==> run_1/met1.png <==
Bar = 20 um. Supply wires on this layer in grey.
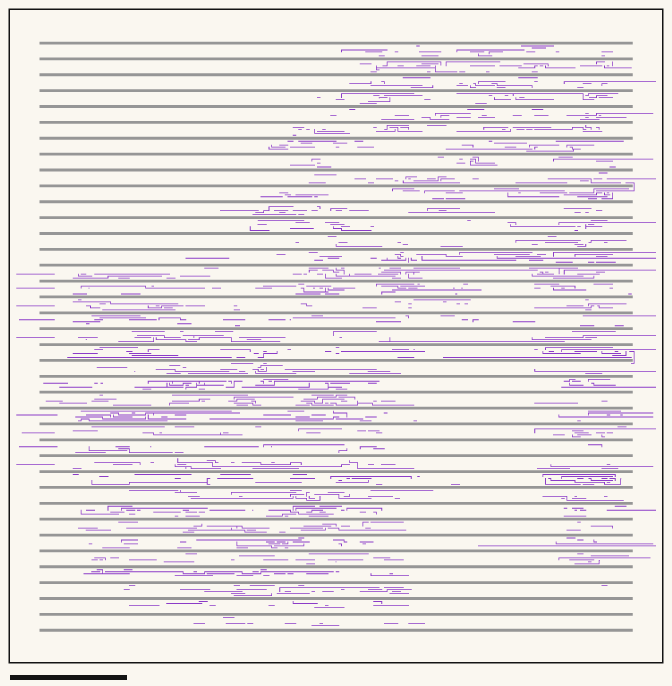
==> run_1/cell_classes.png <==
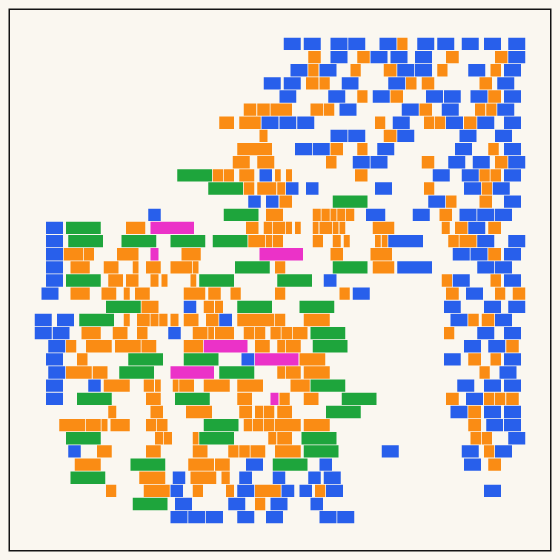
==> run_1/met2.png <==
Cells faint in the background.
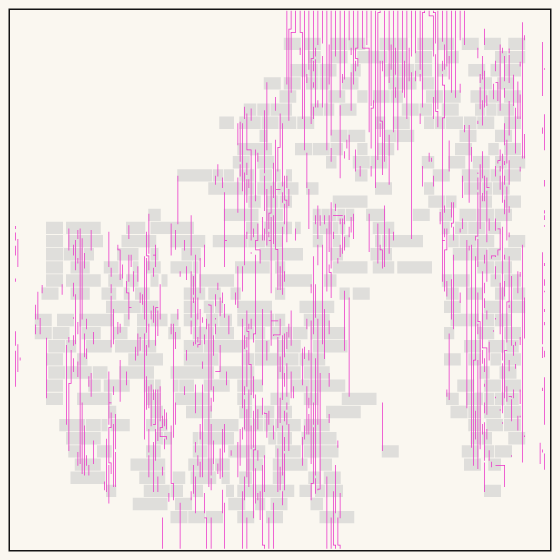
==> run_1/final_congestion.png <==
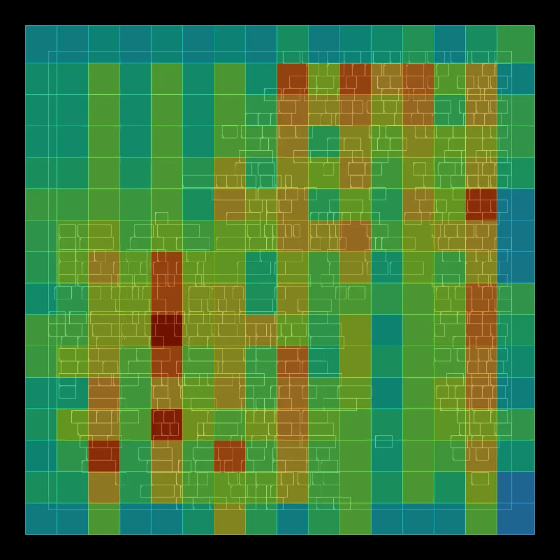
## src/rtl/maint_scheduler_pkg.sv

```systemverilog
// Shared opcodes and constants for the refresh scheduler / instruction arbiter.
package maint_scheduler_pkg;

    localparam logic [3:0] END_ISEQ = 4'h0;
    localparam logic [3:0] WAIT     = 4'h1;
    localparam logic [3:0] REF      = 4'h8;
    localparam logic [3:0] PRE      = 4'h9;

    typedef enum logic [1:0] {
        OWN_IDLE  = 2'd0,
        OWN_HOST  = 2'd1,
        OWN_MAINT = 2'd2
    } own_state_t;

    localparam int unsigned DEF_MAX_POSTPONE = 8;
    localparam int unsigned TREFI_W          = 28;

endpackage

```

## src/rtl/maint_scheduler_trefi_counter.sv

```systemverilog
// tREFI down-counter; emits a registered one-cycle expiry pulse every trefi cycles.
module maint_scheduler_trefi_counter
    import maint_scheduler_pkg::*;
(
    input  logic               clk,
    input  logic               rstn,
    input  logic [TREFI_W-1:0] trefi,
    input  logic               refresh_en,
    output logic               expire
);

    logic [TREFI_W-1:0] cnt;

    always_ff @(posedge clk) begin
        if (!rstn) begin
            cnt    <= trefi;
            expire <= 1'b0;
        end else if (!refresh_en || trefi == '0) begin
            cnt    <= trefi;
            expire <= 1'b0;
        end else if (cnt <= TREFI_W'(1)) begin
            // <= also catches a stale 0 left after trefi was reprogrammed
            cnt    <= trefi;
            expire <= 1'b1;
        end else begin
            cnt    <= cnt - TREFI_W'(1);
            expire <= 1'b0;
        end
    end

endmodule

```

## src/rtl/maint_scheduler.sv

```systemverilog
// Refresh scheduler and host/maintenance arbiter for the dispatcher port.
// Build option: REF_POSTPONE_EN lets refresh yield to host traffic until saturation.
//
// state     | meaning
// OWN_IDLE  | no owner, grant decision made this cycle
// OWN_HOST  | host stream owns dispatcher until END_ISEQ is accepted
// OWN_MAINT | maintenance stream owns dispatcher until autoref_ack
module maint_scheduler
    import maint_scheduler_pkg::*;
#(
    parameter int unsigned MAX_POSTPONE = DEF_MAX_POSTPONE
) (
    input  logic        clk,
    input  logic        rstn,
    input  logic [27:0] trefi,
    input  logic        refresh_en,
    input  logic        host_instr_en,
    input  logic [31:0] host_instr,
    output logic        host_ack,
    input  logic        maint_instr_en,
    input  logic [31:0] maint_instr,
    output logic        maint_ack,
    output logic        autoref_req,
    input  logic        autoref_ack,
    output logic        disp_instr_en,
    output logic [31:0] disp_instr,
    input  logic        disp_ack,
    output logic [3:0]  pending_cnt,
    output logic        ref_overflow
);

    localparam logic [3:0] MAX_P = 4'(MAX_POSTPONE);

    own_state_t state;
    logic       expire;
    logic       ack_valid;
    logic       forced;
    logic       maint_elig;
    logic       maint_start;

    maint_scheduler_trefi_counter u_trefi_counter (
        .clk        (clk),
        .rstn       (rstn),
        .trefi      (trefi),
        .refresh_en (refresh_en),
        .expire     (expire)
    );

    assign ack_valid = autoref_ack && (pending_cnt != 4'd0);

`ifdef REF_POSTPONE_EN
    assign forced = (pending_cnt == MAX_P);
`else
    assign forced = (pending_cnt != 4'd0);
`endif

    assign maint_elig = (pending_cnt != 4'd0) && (!host_instr_en || forced);

    always_ff @(posedge clk) begin
        if (!rstn) begin
            pending_cnt  <= 4'd0;
            ref_overflow <= 1'b0;
        end else if (expire && !ack_valid) begin
            if (pending_cnt == MAX_P)
                ref_overflow <= 1'b1;
            else
                pending_cnt <= pending_cnt + 4'd1;
        end else if (!expire && ack_valid) begin
            pending_cnt <= pending_cnt - 4'd1;
        end
    end

    // autoref_req trails the grant by one cycle and is never held
    always_ff @(posedge clk) begin
        if (!rstn) begin
            state       <= OWN_IDLE;
            maint_start <= 1'b0;
            autoref_req <= 1'b0;
        end else begin
            maint_start <= 1'b0;
            autoref_req <= maint_start && (state == OWN_MAINT);
            case (state)
                OWN_IDLE: begin
                    if (maint_elig) begin
                        state       <= OWN_MAINT;
                        maint_start <= 1'b1;
                    end else if (host_instr_en) begin
                        state <= OWN_HOST;
                    end
                end
                OWN_HOST: begin
                    if (disp_ack && host_instr[31:28] == END_ISEQ)
                        state <= OWN_IDLE;
                end
                OWN_MAINT: begin
                    if (autoref_ack)
                        state <= OWN_IDLE;
                end
                default: state <= OWN_IDLE;
            endcase
        end
    end

    always_comb begin
        disp_instr_en = 1'b0;
        disp_instr    = {END_ISEQ, 28'd0};
        host_ack      = 1'b0;
        maint_ack     = 1'b0;
        case (state)
            OWN_HOST: begin
                disp_instr_en = host_instr_en;
                disp_instr    = host_instr;
                host_ack      = disp_ack;
            end
            OWN_MAINT: begin
                disp_instr_en = maint_instr_en;
                disp_instr    = maint_instr;
                maint_ack     = disp_ack;
            end
            default: ;
        endcase
    end

endmodule
```

## config.mk

```make
export PLATFORM = sky130hd
export DESIGN_NAME = maint_scheduler
export DESIGN_NICKNAME = d
export VERILOG_FILES = /design/src/rtl/maint_scheduler_pkg.sv /design/src/rtl/maint_scheduler_trefi_counter.sv /design/src/rtl/maint_scheduler.sv
export SDC_FILE = /design/constraint.sdc
export NUM_CORES = 1
export LEC_CHECK = 0
export CELL_PAD_IN_SITES_DETAIL_PLACEMENT = 0
export CELL_PAD_IN_SITES_GLOBAL_PLACEMENT = 1
export CORE_MARGIN = 5
export CORE_UTILIZATION = 26
export CTS_BUF_LIST = sky130_fd_sc_hd__clkbuf_16
export DETAILED_ROUTE_END_ITERATION = 10
export PLACE_DENSITY = 0.79
export SYNTH_ARGS = -nofsm -noshare
export SYNTH_HDL_FRONTEND = slang
export SYNTH_SLANG_ARGS = --single-unit
```

## constraint.sdc

```tcl
create_clock -name clk -period 2.6 [get_ports clk]
set_input_delay 0.52 -clock clk [delete_from_list [all_inputs] [get_ports clk]]
set_output_delay 0.52 -clock clk [all_outputs]
set_load 0.005 [all_outputs]
```

==> summary.txt, run 1 <==
This note records the results obtained with Yosys and OpenROAD.

Setup path
The cell at the slowest stage of the critical path is nor2_4. The highest cell delay on the worst timing path is 810 ps. The capturing element type of the critical path is a flop. The number of cells on the critical path is 6. The highest fanout seen on the critical path is 27. The number of cells traversed by the worst register-to-register path is 9.

The type of origin of the critical path is an input pin. The worst flop-to-flop path endpoint is pending_cnt[3]$_SDFFE_PN0P_. The reg-to-reg startpoint is pending_cnt[3]$_SDFFE_PN0P_. The critical path is of the in2reg type. The buffers plus inverters on the worst setup path is 1. The timing report attributes the biggest portion of critical-path delay to simple AND/OR/NAND/NOR gates. Across all register-to-register paths, the minimum setup slack is between 150 and 200 ps. For reference, the critical path cell chain is clkdlybuf4s50_1 -> nor4_1 -> nand4_1 -> o211ai_1 -> nor2_4 -> mux2_2. At the worst endpoint, the required time is 2760 ps. The launch point of the worst path is trefi[26].

The endpoint of the most critical setup path is u_trefi_counter.cnt[2]$_DFF_P_. The arrival time reported for the critical path endpoint is around 2600 ps.

Flow run
The stage logs contain a warning count of 29. Across the run, the number of max-cap violations was 0.

Synth
According to the Yosys statistics, the synthesized design has a chip area of roughly 0.0027 sq mm. The main area contributors are dfxtp_1 28%, mux2_4 11%, a22oi_1 9.5%. Synthesis produced a netlist with a net count of 396.

The parity-gate share of the synthesized area counting xor and xnor cells is 8.787%. The most used flip-flop cell after synthesis is dfxtp_1. The post-synth count of flops with an enable pin is 0. Per the Yosys statistics, synthesis produced 289 cells.

The post-synthesis cell type with the largest combined area is dfxtp_1. The count of state elements after synthesis is 38. The largest combinational cell category by area is simple AND/OR/NAND/NOR gates.

For reference, the mux area share after synthesis is 15.20%. For this run, the number of Yosys warnings is 0. The summed instance area of the synthesized netlist is between 0.002 and 0.003 sq mm.

Sequential cells were found to cover 28.27% of the synthesized design area. After technology mapping, the gate count stands at 289. The compound-cell area share of the yosys netlist is around 14%. The area share of the leading cell type in the synthesized netlist is 28.27%. Of all flip-flops after synthesis, the portion carrying an async set or reset was 0%. The mean instance size in the synthesized netlist is 9.313 sq um. The adder-cell share of the synthesized area is 3.998%.

Summing the areas of all and, or, nand and nor instances in the mapped netlist gives 24.97% of the synthesized area. By count the netlist is led by 38 x dfxtp_1, 38 x nor2b_1, 34 x a22oi_1.

Placed design
During placement, the flow inserted port buffers numbering 139. Detailed placement reports a standard cell area of 0.004373 sq mm. The worst-case setup slack after placement is -168.2 ps. The placer's final routability congestion estimate is roughly 0.82.

The detailed-placement wirelength estimate is 6674 um. The cell total after placement is about 570.

Floorplan
The number of tap instances is 136. The die span in x is between 100 and 150 um. Row generation in the floorplan step produced 37 rows. The initial core utilization is between 20% and 30%. The overall die size recorded for this design is 0.01249 sq mm. The chip height is 111.7 um. The count of pins on the block boundary is 140. The area of the core region is 0.01023 sq mm.

Final layout
The number of fill cells is 1000. Leaving out fill and tap cells, the most frequent cell in the layout is clkdlybuf4s50_1. The proportion of layout cells with a drive suffix above 1 is between 10% and 20%. The largest cell class by area is combinational gates. Per the layout area report, the register area comes to approximately 760 sq um.

The largest registers in the layout are u_trefi_counter.cnt x28, pending_cnt x4, state x2. Ranked by flip-flop count, first place goes to u_trefi_counter.cnt. At the end of the flow the core is filled with cells to between 40% and 50%. The non-clock inverter count in the final layout is 8. The number of flip-flops in the largest register is 28.

The number of clock buffers in the layout is 5. The final net count is 551. Once layout is complete, the cells apart from fillers number 580.

The relative area of non-clock buffer cells in the final design is 35.61%. In the final layout, clock buffers and inverters account for between 2 and 3% of the cell area. The number of diodes added for antenna fixing is 0.

Relative to the synthesized area, the layout overhead comes to 67.78%. The multi-input logic portion of the cell area is 40.12%. The number of signal-net buffers in the layout is about 160.

227 cells are multi-input combinational gates. The number of sequential cells in the layout is 38.

Route
The highest routed metal layer is met4. The first-pass detailed-route iteration total is 4. The wire length on met1 is roughly 3600 um. The script parses the final routing iteration and logs DRC violations as 0. The met3 layer wire length in the routed design is 590 um. The starting DRC count in detailed routing is 162. The count of nets left with antenna violations once routing finished came out at 0. The routed via count divided by cell count is 4.643. The routed design uses 4134 um of met2 wire.

Timing
The shortest period the worst path allows is 2478 ps. The minimum setup slack in the final design is between 100 and 150 ps. The final timing report lists clock skew as about 5.2 ps. The worst hold margin is around 490 ps.

The pin closest to its max-slew limit shows a slew of 1001 ps. The setup TNS is 0 ps. In this run the tightest slew margin relative to its limit is 33.09%.

Per the final report, max-transition violations number 0. The timing-limited maximum frequency is a little over 400 MHz. Endpoints with negative setup slack in the final report add up to 0. The total count of hold-check failures in the final report is 0.

Clock network
As reported, the later end of the worst-skew pair has a clock insertion delay of between 200 and 300 ps. The number of hold buffers added after cts is 0. The registers of the reported paths see a clock transition of 50 ps.

Once the clock tree was built, the resizer swapped 0 gates to a different size. The cell at the root of the clock tree is clkbuf_16. Per the repair_timing log after CTS, setup buffers inserted total 0. The buffer levels on the longest clock path is 2. The CTS log lists the clock sinks for this run as 38. TritonCTS built the clock tree. TritonCTS created 5 clock buffers. The count of H-tree levels built during CTS is 2.

Power and ir drop
The overall power consumption is 0.002809 W. The script extracted a total leakage power of 1.668 nW. The power per unit of standard cell area is 622.1 mW/mm^2. The dominant power group in this design is combinational cells. Combinational cells account for between 50% and 60% of the total power. The script computed the net switching share of total power as 32.39%.

Per report_power, the Clock row totals 0.000559 W. The sequential power is just over 0.0007 W. IR analysis of the VDD net gives a maximum drop of roughly 0.32 mV. The share of power burned in the clock network is 19.9%. The total net switching power is 0.0009100 W. The combinational logic power is roughly 0.0015 W.

Global route
The number of global-route vias before repair came to roughly 2700. The first global-routing pass estimated 13800 um of wire. The aggregate global routing overflow is 0. Entering global routing, the biggest net connects 38 pins. The global routing stage identified its most utilized layer as met2. The initial antenna violation count came to 0.

Status
The flow ran to the end, and the final reports show no timing, DRC or antenna violations.

Worst hold path
The worst hold path stage count is 1. The endpoint of the worst hold path is reported as autoref_req$_SDFF_PN0_. The type of the tightest min-delay check is reg2reg. The startpoint of the worst hold path is maint_start$_SDFF_PN0_.
## Picture notes: met1.png
- wire length on this layer: 3600 um
- nets with wire on the layer: 481
- main direction: horizontal
- share of all routed wire: 43%
- longest straight run: 32.2 um
overall via count from detail_route: 2693
GRT met1 Usage: 16.29%
detailed-route wire length: 8354 um

## Picture notes: cell_classes.png
- other buffers and delay cells: blue (cells 164)
- flip-flops: green (cells 38)
- all other logic: orange (cells 235)
- clock drivers and dummy loads: magenta (cells 7)
area of all placed cells without fillers: 0.004516 sq mm
share of cell area taken by flip-flops and latches: 16.85%

## Picture notes: met2.png
- share of all routed wire: 49%
- longest straight run: 48.6 um
GR Util met2: 23.30%

## Picture notes: final_congestion.png
grt met3 use: 3.587%
average routed wire per standard cell: 14.40 um
GRT Util Overall: 13.18%

==> run_1/met3.png <==
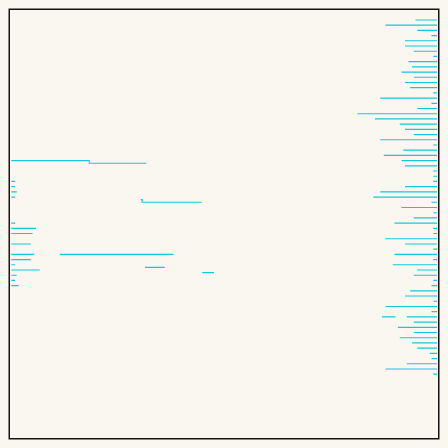

==> run 2, diff against run 1 <==
--- a/config.mk
+++ b/config.mk
@@ -7,7 +7,6 @@
 export LEC_CHECK = 0
 export CELL_PAD_IN_SITES_DETAIL_PLACEMENT = 0
 export CELL_PAD_IN_SITES_GLOBAL_PLACEMENT = 1
-export CORE_MARGIN = 5
 export CORE_UTILIZATION = 26
 export CTS_BUF_LIST = sky130_fd_sc_hd__clkbuf_16
 export DETAILED_ROUTE_END_ITERATION = 10
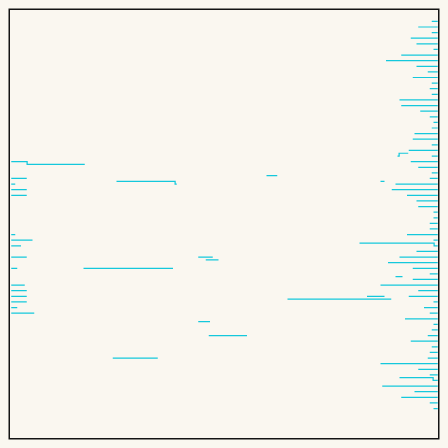
(run_2/met3.png)
- nets with wire on the layer: 94
- main direction: horizontal
- share of all routed wire: 6.1%
- wire length on this layer: 494 um
detailed-route wire length: 8035 um
overall via count from detail_route: 2700

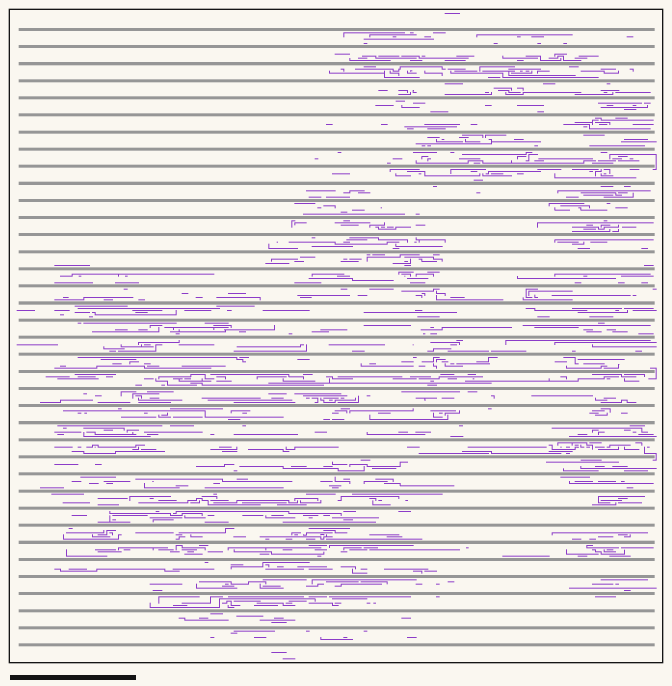
(run_2/met1.png)
Bar = 20 um. Supply wires on this layer in grey.
- nets with wire on the layer: 465
- wire length on this layer: 3560 um
- share of all routed wire: 44%
GRT met1 Usage: 18.02%

==> run 2 against run 1 <==
  * Final area decreased by 0.30%
  * Synthesized area unchanged
  * Largest power group unchanged
  * Utilization increased by 1.3 points
  * Wire length decreased by 3.8%
  * Combinational power about the same
  * Clock-buffer cell count unchanged
==> summary.txt, run 2 <==
This note records the results obtained with Yosys and OpenROAD.

Route
The routed via count divided by cell count is 4.688 (was 4.643). The first-pass detailed-route iteration total is 4 (unchanged). The average wire per cell in the routed design is 13.95 um (was 14.40 um). The wire length on met1 is 3561 um (was 3602 um). The detailed-route DRC error count is 0 (unchanged). The met3 layer wire length in the routed design was 493 um (was 590 um).

The met2 layer wire length in the routed design is 3924 um (was 4134 um). The highest routed metal layer is met4 (unchanged). The starting DRC count in detailed routing is 188 (was 162). The antenna violation net count after detailed routing is 0 (unchanged).

Worst hold path
The startpoint of the worst hold path is maint_start$_SDFF_PN0_ (unchanged). The type of the tightest min-delay check is reg2reg (unchanged). The endpoint of the worst hold-timing path is autoref_req$_SDFF_PN0_ (unchanged). The worst hold path stage count is 1 (unchanged).

Final layout
The most common cell after layout, fill and taps aside was clkdlybuf4s50_1 (unchanged). The final instance area is 0.004502 sq mm (was 0.004516 sq mm). The post-synthesis to final-layout area growth was 67.27% (was 67.78%). The non-filler instance count after layout came to 576 (was 580). The biggest area consumer among cell classes is combinational gates (unchanged). The proportion of layout cells with a drive suffix above 1 is 14.67% (was 15.09%).

The non-clock inverter count in the final layout is 8 (unchanged). The relative area of non-clock buffer cells in the final design is 35.38% (was 35.61%). The number of diodes added for antenna fixing came to 0 (unchanged). The sequential share of cell area is 16.90% (was 16.85%). The number of sequential cells in the layout is 38 (unchanged). The final net count is 549 (was 551). The number of clock buffers in the layout came to 5 (unchanged). The multi-input logic portion of the cell area is 40.30% (was 40.12%). The number of fill cells came to 956 (was 1000). The multi-input gate count was 227 (unchanged). The number of flip-flops in the largest register is 28 (unchanged). The post-layout utilization of the core is 45.43% (was 44.14%).

Registers with the most flip-flops: u_trefi_counter.cnt x28, pending_cnt x4, state x2 (unchanged). The most flop-heavy register was u_trefi_counter.cnt (unchanged). The footprint of the flip-flops and latches is 760.7 sq um (unchanged). The number of signal-net buffers in the layout is 162 (was 164).

Floorplan
The die outline area is 0.01076 sq mm (was 0.01249 sq mm). The die span in x is 103.7 um (was 111.7 um). The area of the core region is 0.009910 sq mm (was 0.01023 sq mm). The count of standard-cell rows is 36 (was 37). The number of tap instances came to 133 (was 136).

The initial core utilization is 27.16% (was 26.31%). The chip height is 103.7 um (was 111.7 um). The count of pins on the block boundary is 140 (unchanged).

Power and ir drop
The sequential power is 0.000726 W (was 0.000727 W). The power per unit of standard cell area is 624.0 mW/mm^2 (was 622.1 mW/mm^2). The share of power burned in the clock network is 20.2% (was 19.9%). The combinational logic power is 0.00151 W (was 0.00152 W). The leakage dissipation is 1.663 nW (was 1.668 nW). The total net switching power is 0.0009210 W (was 0.0009100 W). The internal power is 0.001888 W (was 0.001899 W).

The share of power burned in combinational logic was 53.9% (was 54.2%). The power in the clock group is 0.000568 W (was 0.000559 W). The maximum ir drop on the vdd rail is 0.3387 mV (was 0.3177 mV).

The overall power consumption is 0.002809 W (about the same). The leading power group is combinational cells (unchanged).

Global route
The number of global-route vias before repair is 2560 (was 2715). The aggregate global routing overflow is 0 (unchanged). The global-route wire length before repair is 12920 um (was 13800 um). The global-route usage over all layers is 14.77% (was 13.18%). The met3 track demand over resource in global routing was 3.398% (was 3.587%). The pin count of the biggest net entering global routing is 38 (unchanged).

The initial antenna violation count came to 0 (unchanged). The layer carrying the most global-route usage is met2 (unchanged). The global-route track usage on met2 is 26.08% (was 23.30%).

Setup path
The launch point of the worst path is state[0]$_SDFFE_PN0P_ (was trefi[26]). Series of cell instances along the critical path: inv_1 -> ha_1 -> buf_6 -> nor2b_1 -> clkdlybuf4s50_1 (was clkdlybuf4s50_1 -> nor4_1 -> nand4_1 -> o211ai_1 -> nor2_4 -> mux2_2). The minimum setup slack among reg-to-reg paths is 140 ps (was 160 ps). The number of cells on the critical path came to 5 (was 6).

The cell at the slowest stage of the critical path is clkdlybuf4s50_1 (was nor2_4). The type of the worst setup path is reg2out (was in2reg). The highest fanout seen on the critical path is 33 (was 27).

The reg-to-reg startpoint is pending_cnt[3]$_SDFFE_PN0P_ (unchanged). The arrival time reported for the critical path endpoint is 1950 ps (was 2640 ps). The type of origin of the critical path is a flop (was input pin). The number of cells traversed by the worst register-to-register path is 9 (unchanged).

The data required time of the critical path was 2080 ps (was 2760 ps). The endpoint of the most critical setup path was disp_instr[4] (was u_trefi_counter.cnt[2]$_DFF_P_). The capturing element type of the critical path is an output port (was flop).

The buffers plus inverters on the worst setup path came to 3 (was 1). The kind of cell with the highest combined delay on the critical path is buffers and inverters (was simple AND/OR/NAND/NOR gates). The worst flop-to-flop path endpoint is pending_cnt[3]$_SDFFE_PN0P_ (unchanged).

Synth
The total nets after synthesis is 396 (unchanged). The area fraction in mux cells is 15.20% (unchanged). The synthesis area per yosys is 0.002691 sq mm (unchanged). The parity-gate share of the synthesized area counting xor and xnor cells is 8.787% (unchanged). The share of the yosys chip area belonging to registers is 28.27% (unchanged).

The most used flip-flop cell after synthesis is dfxtp_1 (unchanged). The summed instance area of the synthesized netlist is 0.002691 sq mm (unchanged). Commonest cells in the synthesized netlist: 38 x dfxtp_1, 38 x nor2b_1, 34 x a22oi_1 (unchanged).

The count of state elements after synthesis is 38 (unchanged). The area share of the leading cell type in the synthesized netlist came to 28.27% (unchanged). The largest combinational cell category by area is simple AND/OR/NAND/NOR gates (unchanged). The number of warnings printed during yosys synthesis is 0 (unchanged).

The post-synthesis cell type with the largest combined area is dfxtp_1 (unchanged). The share of async-settable or async-resettable flops after synthesis was 0% (unchanged). The number of cells in Yosys stat is 289 (unchanged). The number of enable flip-flop cells is 0 (unchanged). Cells taking the most area after synthesis: dfxtp_1 28%, mux2_4 11%, a22oi_1 9.5% (unchanged).

The simple-gate share of the synthesized area is 24.97% (unchanged). The mean instance size in the synthesized netlist was 9.313 sq um (unchanged). The compound-cell area share of the yosys netlist is 14.23% (unchanged).

Clock network
The number of sinks handled by clock tree synthesis is 38 (unchanged). The number of hold buffers added after cts came to 0 (unchanged). The cell at the root of the clock tree is clkbuf_16 (unchanged). The TritonCTS clock tree is yes (unchanged). The clock transition at the registers of the reported paths is 60 ps (was 50 ps).

The clock insertion delay at the later pin of the skew report is 280 ps (was 270 ps). The post-cts gate resize count is 0 (unchanged). The buffer levels on the longest clock path is 2 (unchanged). The CTS buffer count was 5 (unchanged). The count of H-tree levels built during CTS is 2 (unchanged). The number of setup buffers added after CTS is 0 (unchanged).

Timing
The minimum setup slack in the final design is 132.1 ps (was 122.0 ps). The total count of hold-check failures in the final report came to 0 (unchanged). The shortest period the worst path allows came to 2468 ps (was 2478 ps). The clock skew after layout is 4.091 ps (was 5.215 ps).

The slew of the pin with the lowest slew margin was 995.2 ps (was 1001 ps). The worst hold margin is 478.6 ps (was 490.9 ps). The setup TNS is 0 ps (unchanged). The number of slew-limit violations in the final report is 0 (unchanged). The number of endpoints failing setup at the final stage was 0 (unchanged). The worst slew margin relative to its limit is 33.50% (was 33.09%). The timing-limited maximum frequency was 405.2 MHz (was 403.5 MHz).

Flow run
The tally of max-capacitance violations is 0 (unchanged).

Placed design
The cell total after placement is 568 (was 573). The worst-case setup slack after placement is -182.7 ps (was -168.2 ps). The number of port buffers is 139 (unchanged). The detailed-placement wirelength estimate is 6317 um (was 6674 um). The placer's final routability congestion estimate is 0.8567 (was 0.8191).

Status
Outcome: finished, final reports clean (unchanged).
==> run_2/met2.png <==
Cells faint in the background.
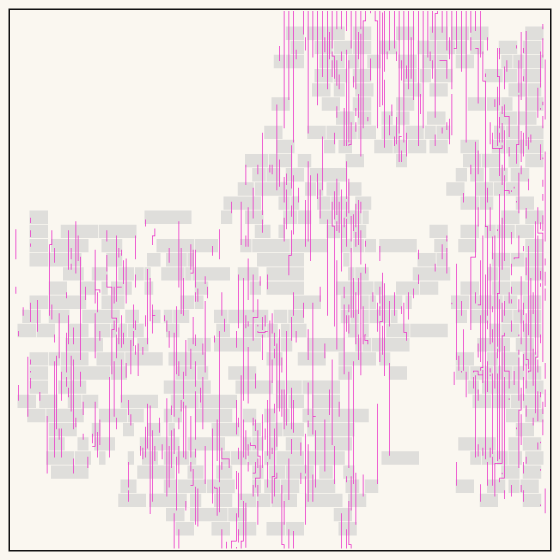

==> run 3, diff against run 2 <==
--- a/config.mk
+++ b/config.mk
@@ -7,8 +7,10 @@
 export LEC_CHECK = 0
 export CELL_PAD_IN_SITES_DETAIL_PLACEMENT = 0
 export CELL_PAD_IN_SITES_GLOBAL_PLACEMENT = 1
+export CORE_MARGIN = 1.5
 export CORE_UTILIZATION = 26
 export CTS_BUF_LIST = sky130_fd_sc_hd__clkbuf_16
+export CTS_CLUSTER_SIZE = 8
 export DETAILED_ROUTE_END_ITERATION = 10
 export PLACE_DENSITY = 0.79
 export SYNTH_ARGS = -nofsm -noshare
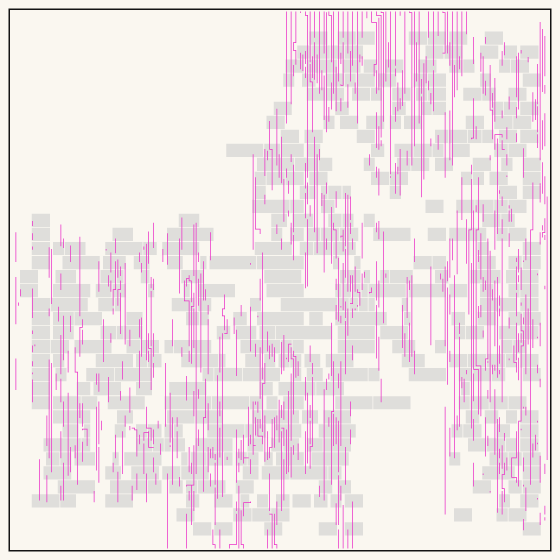
(run_3/met2.png)
Cells faint in the background.
- main direction: vertical
- wire length on this layer: 3980 um
- longest straight run: 51.0 um
overall via count from detail_route: 2702
GR Util met2: 26.05%

==> run 3 against run 2 <==
  * Worst setup slack lost 2.2 ps
  * Critical path depth rose by 4
  * Worst hold slack lost 4.8 ps
  * Largest power group unchanged
  * Power increased by 9.0%
  * Largest cell class unchanged
  * Critical endpoint is now pending_cnt[3]$_SDFFE_PN0P_
  * Synthesized area did not move
  * Utilization up 0.81 points
  * Global-route usage fell by 0.23 points
==> summary.txt, run 3 <==
This note records the results obtained with Yosys and OpenROAD.

Synth
The simple-gate share of the synthesized area is 24.97% (unchanged). The mean instance size in the synthesized netlist is 9.313 sq um (unchanged). The synthesis area per yosys is 0.002691 sq mm (unchanged). The post-synthesis instance total is 289 (unchanged). The area share of the leading cell type in the synthesized netlist is 28.27% (unchanged). The post-synthesis cell type with the largest combined area is dfxtp_1 (unchanged). Cells taking the most area after synthesis: dfxtp_1 28%, mux2_4 11%, a22oi_1 9.5% (unchanged).

The number of enable flip-flop cells was 0 (unchanged). The compound-cell area share of the yosys netlist is 14.23% (unchanged). The number of warnings printed during yosys synthesis is 0 (unchanged). The summed instance area of the synthesized netlist is 0.002691 sq mm (unchanged).

Commonest cells in the synthesized netlist: 38 x dfxtp_1, 38 x nor2b_1, 34 x a22oi_1 (unchanged). The parity-gate share of the synthesized area counting xor and xnor cells came to 8.787% (unchanged). The total nets after synthesis is 396 (unchanged).

The most used flip-flop cell after synthesis was dfxtp_1 (unchanged).

Setup path
The arrival time reported for the critical path endpoint came to 2690 ps (was 1950 ps). The buffers plus inverters on the worst setup path is 0 (was 3). The launch point of the worst path is pending_cnt[3]$_SDFFE_PN0P_ (was state[0]$_SDFFE_PN0P_). The cell at the slowest stage of the critical path is or4_4 (was clkdlybuf4s50_1).

The capturing element type of the critical path is a flop (was output port). The data required time of the critical path is 2820 ps (was 2080 ps). The worst flop-to-flop path endpoint is pending_cnt[3]$_SDFFE_PN0P_ (unchanged).

The type of origin of the critical path was a flop (unchanged). Series of cell instances along the critical path: or4_4 -> nand2_1 -> nand2_1 -> ha_1 -> a21o_1 -> a21o_1 -> or4_1 -> a21oi_1 -> o21a_1 (was inv_1 -> ha_1 -> buf_6 -> nor2b_1 -> clkdlybuf4s50_1). The minimum setup slack among reg-to-reg paths is 130 ps (was 140 ps). The highest cell delay on the worst timing path is 530 ps (about the same). The number of cells on the critical path is 9 (was 5).

The type of the worst setup path is reg2reg (was reg2out).

Floorplan
The initial core utilization was 27.16% (unchanged). The die outline area is 0.01097 sq mm (was 0.01076 sq mm). The area of the core region is 0.009910 sq mm (unchanged). The count of pins on the block boundary was 140 (unchanged). The number of tap instances came to 133 (unchanged). The chip height is 104.7 um (was 103.7 um).

The count of standard-cell rows is 36 (unchanged).

Final layout
The non-clock inverter count in the final layout came to 8 (unchanged). The proportion of layout cells with a drive suffix above 1 is 15.47% (was 14.67%). The multi-input gate count is 227 (unchanged). The non-filler instance count after layout is 579 (was 576). The footprint of the flip-flops and latches was 760.7 sq um (unchanged).

The number of flip-flops in the largest register is 28 (unchanged). The post-synthesis to final-layout area growth is 70.25% (was 67.27%). Registers with the most flip-flops: u_trefi_counter.cnt x28, pending_cnt x4, state x2 (unchanged).

The biggest area consumer among cell classes is combinational gates (unchanged). The number of diodes added for antenna fixing is 0 (unchanged). The sequential share of cell area is 16.60% (was 16.90%). The final net count is 552 (was 549). The relative area of non-clock buffer cells in the final design is 35.34% (was 35.38%). The number of sequential cells in the layout is 38 (unchanged).

The most flop-heavy register is u_trefi_counter.cnt (unchanged). The number of signal-net buffers in the layout was 165 (was 162).

Clock network
The buffer levels on the longest clock path is 2 (unchanged). The TritonCTS clock tree is yes (unchanged). The post-cts gate resize count is 0 (unchanged). The clock insertion delay at the later pin of the skew report is 280 ps (about the same). The number of sinks handled by clock tree synthesis is 38 (unchanged). The cell at the root of the clock tree is clkbuf_16 (unchanged).

The number of hold buffers added after cts is 0 (unchanged). The CTS buffer count is 5 (unchanged). The count of H-tree levels built during CTS is 2 (unchanged).

Global route
The number of global-route vias before repair is 2599 (was 2560). The met1 demand-to-capacity share in global routing is 18.02% (about the same). The global-route usage over all layers came to 14.54% (was 14.77%). The aggregate global routing overflow was 0 (unchanged).

Route
The routed via count divided by cell count is 4.667 (was 4.688). The detailed-route DRC error count is 0 (unchanged). The starting DRC count in detailed routing is 156 (was 188). The met3 layer wire length in the routed design came to 589 um (was 493 um). The average wire per cell in the routed design is 14.04 um (was 13.95 um).

The wire length on met1 is 3493 um (was 3561 um). The highest routed metal layer is met4 (unchanged).

Power and ir drop
The overall power consumption is 0.003061 W (was 0.002809 W). The maximum ir drop on the vdd rail is 0.3365 mV (was 0.3387 mV). The leakage dissipation is 1.699 nW (was 1.663 nW). The power per unit of standard cell area is 668.1 mW/mm^2 (was 624.0 mW/mm^2). The share of power burned in the clock network came to 25.8% (was 20.2%). The net switching fraction of the power is 30.90% (was 32.79%).

Placed design
The detailed-placement wirelength estimate is 6380 um (was 6317 um). The number of port buffers came to 139 (unchanged). The worst-case setup slack after placement is -166.1 ps (was -182.7 ps). The cell total after placement was 571 (was 568).

Timing
The shortest period the worst path allows is 2470 ps (was 2468 ps). The number of slew-limit violations in the final report is 0 (unchanged). The clock skew after layout is 5.232 ps (was 4.091 ps).

The slew of the pin with the lowest slew margin was 1004 ps (was 995.2 ps). The worst hold margin was 473.9 ps (was 478.6 ps). The setup TNS is 0 ps (unchanged). The total count of hold-check failures in the final report is 0 (unchanged). The worst slew margin relative to its limit is 32.93% (was 33.50%). The minimum setup slack in the final design came to 130.0 ps (was 132.1 ps).

Worst hold path
The worst hold path stage count is 1 (unchanged). The startpoint of the worst hold path is maint_start$_SDFF_PN0_ (unchanged). The endpoint of the worst hold-timing path is autoref_req$_SDFF_PN0_ (unchanged). The type of the tightest min-delay check is reg2reg (unchanged).

Status
Outcome: finished, final reports clean (unchanged).

Flow run
The number of OpenROAD warnings is 29 (unchanged). The tally of max-capacitance violations is 0 (unchanged).
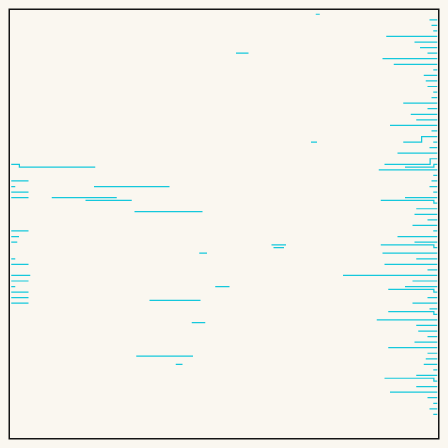
(run_3/met3.png)
detailed-route wire length: 8132 um
grt met3 use: 3.306%

Power and IR drop assume default switching activity.
